Fig. 1: the clock network
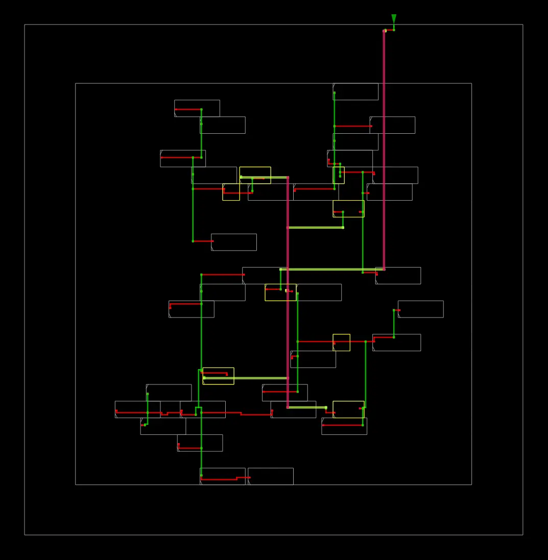
Fig. 2: pin placement
Bar = 20 um. Pins as bars across the die edge, other pins in grey.
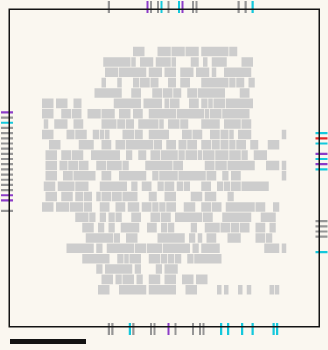
Fig. 3: selected gate families
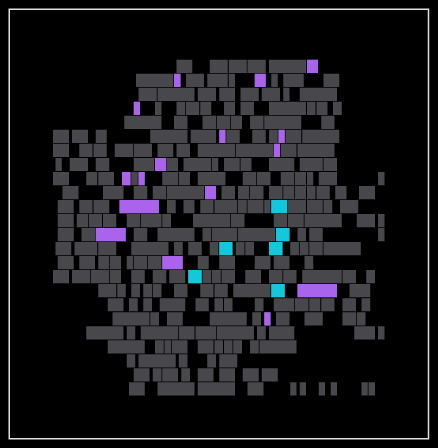
==> config.mk <==
export PLATFORM = sky130hd
export DESIGN_NAME = sm83_int_ctrl
export DESIGN_NICKNAME = d
export VERILOG_FILES = /design/src/rtl/sm83_int_ctrl.sv
export SDC_FILE = /design/constraint.sdc
export NUM_CORES = 1
export LEC_CHECK = 0
export ABC_CLOCK_PERIOD_IN_PS = 1400
export CAP_MARGIN = 10
export CORE_AREA = 8 8 73 75
export DETAILED_ROUTE_END_ITERATION = 8
export DIE_AREA = 0 0 81 83
export PLACE_DENSITY = 0.72
export SLEW_MARGIN = 0
export SYNTH_ARGS = -nofsm -noshare
export SYNTH_HDL_FRONTEND = slang
export SYNTH_SLANG_ARGS = --single-unit
export TNS_END_PERCENT = 30
==> constraint.sdc <==
create_clock -name clk -period 1.4 [get_ports clk]
set_input_delay 0.28 -clock clk [delete_from_list [all_inputs] [get_ports clk]]
set_output_delay 0.28 -clock clk [all_outputs]
set_load 0.02 [all_outputs]
==> flow_summary.json <==
{
  "run_status": "finished, violations left",
  "violations": "negative setup slack",
  "clock_area_share_pct": 3.52,
  "max_freq_mhz": 652,
  "synth_xor_xnor_area_share_pct": 0,
  "synth_simple_gate_area_share_pct": 24.2,
  "synth.cellmix.compoundShare_pct": 25.4,
  "postPlaceCellArea_um2": 2400,
  "power_combinational_w": 0.000309,
  "tool_warnings": 29,
  "final_cell_mix": "sky130_fd_sc_hd__buf_4, sky130_fd_sc_hd__dfxtp_1, sky130_fd_sc_hd__dlygate4sd2_1",
  "vias_in_the_first_global_route": 1827,
  "path_cells": "buf_6 -> or4_4 -> nand2_4 -> and2_4 -> buf_6",
  "hold_path_class": "reg2reg",
  "cellLeakagePower_nw": 1.09,
  "layout.buffer.nonclock.area_share_pct": 32.0,
  "worst_r2r_path_depth": 5,
  "dr_wl_met3_um": 352,
  "yosys.cell_types.count": 40,
  "ff2ff_setup_slack_ns": 0.14,
  "dr.pass1.iters": 4,
  "power_dissipated_by_switching_net_loads_w": 0.000521,
  "use_met3_pct": 4.74,
  "floorplan.initialDensity_pct": 38.8,
  "setup_viol": 2,
  "yosys_warnings": 0,
  "logic_gates": 135,
  "design.die.area_um2": 6720,
  "setup_ws_ns": -0.133,
  "m1_gr_usage_pct": 16.6,
  "crit_arrival_ns": 1.25,
  "area.sequential_um2": 622,
  "clock_sink_count": 31,
  "max-cap-violations": 0,
  "cts.repair_timing.setup_buffer_count": 3,
  "synth_adder_area_share_pct": 0,
  "worst-endpoint-required_ns": 1.12,
  "final_design_area_no_fill_um2": 2520,
  "cts-buffers-inserted": 5,
  "synth.top_cells.by_count": "sky130_fd_sc_hd__dfxtp_1, sky130_fd_sc_hd__a21oi_1, sky130_fd_sc_hd__o21ai_0, sky130_fd_sc_hd__nand4_1, sky130_fd_sc_hd__buf_4",
  "synth.ff_latch_count": 31,
  "antenna_found_initial": 0,
  "dominant_register_cell_in_the_synthesized_netlist": "sky130_fd_sc_hd__dfxtp_1",
  "first_pass_grt_wire_length_um": 8240,
  "final_net_count": 310,
  "areaGrowthSynthToFinish_pct": 54.8,
  "post_synth_mux_area_share_pct": 0.614,
  "syn-cell-area_um2": 1630,
  "synth_largest_type_area_fraction_pct": 38.1,
  "globalRouteMet2Util_pct": 25.2,
  "hpwl_um": 3780,
  "irDropWorstVdd_v": 0.000377,
  "power_w": 0.00193,
  "place.gp.congestion": 0.805,
  "htree_num_levels": 2,
  "num_antenna_cells": 0,
  "rsz0062_at_grt": "true",
  "dr_total_vias": 1720,
  "hold_ws_ns": 0.446,
  "worst_path_largest_cell_delay_ns": 0.55,
  "core.rowCount": 24,
  "timing_worst_setup_path_type": "in2out",
  "syn-instance-count": 183
}
## Picture notes: Fig. 1
Clock Power: 0.000702 W
Clock Buffer Count: 5
Flops: 31
Late-Pin Clk Latency: 0.29 ns

## Picture notes: Fig. 2
| port | colour | pins | direction | edge |
|---|---|---|---|---|
| `int_ack_i` | red | 1 | input | right |
| `bus_wdata_i` | purple | 8 | input | 3 left, 2 right, 2 top, 1 bottom |
| `ack_vec_o` | cyan | 16 | output | 7 bottom, 5 right, 3 top, 1 left |
all pins by edge: 19 left, 17 bottom, 13 top, 12 right
count of buffers from port buffering: 48
overall die width: 81 um
chip height: 83 um

## Picture notes: Fig. 3
| family | colour | cells | most used |
|---|---|---|---|
| non-inverting ao/oa cells | cyan | 6 | a21o_1 |
| nor cells | purple | 16 | nor2_1 |
multi-input logic portion of the cell area: 36.2%
Commonest Layout Cell: sky130_fd_sc_hd__buf_4
Post-Layout Cell Count: 329

Power and IR drop assume default switching activity.
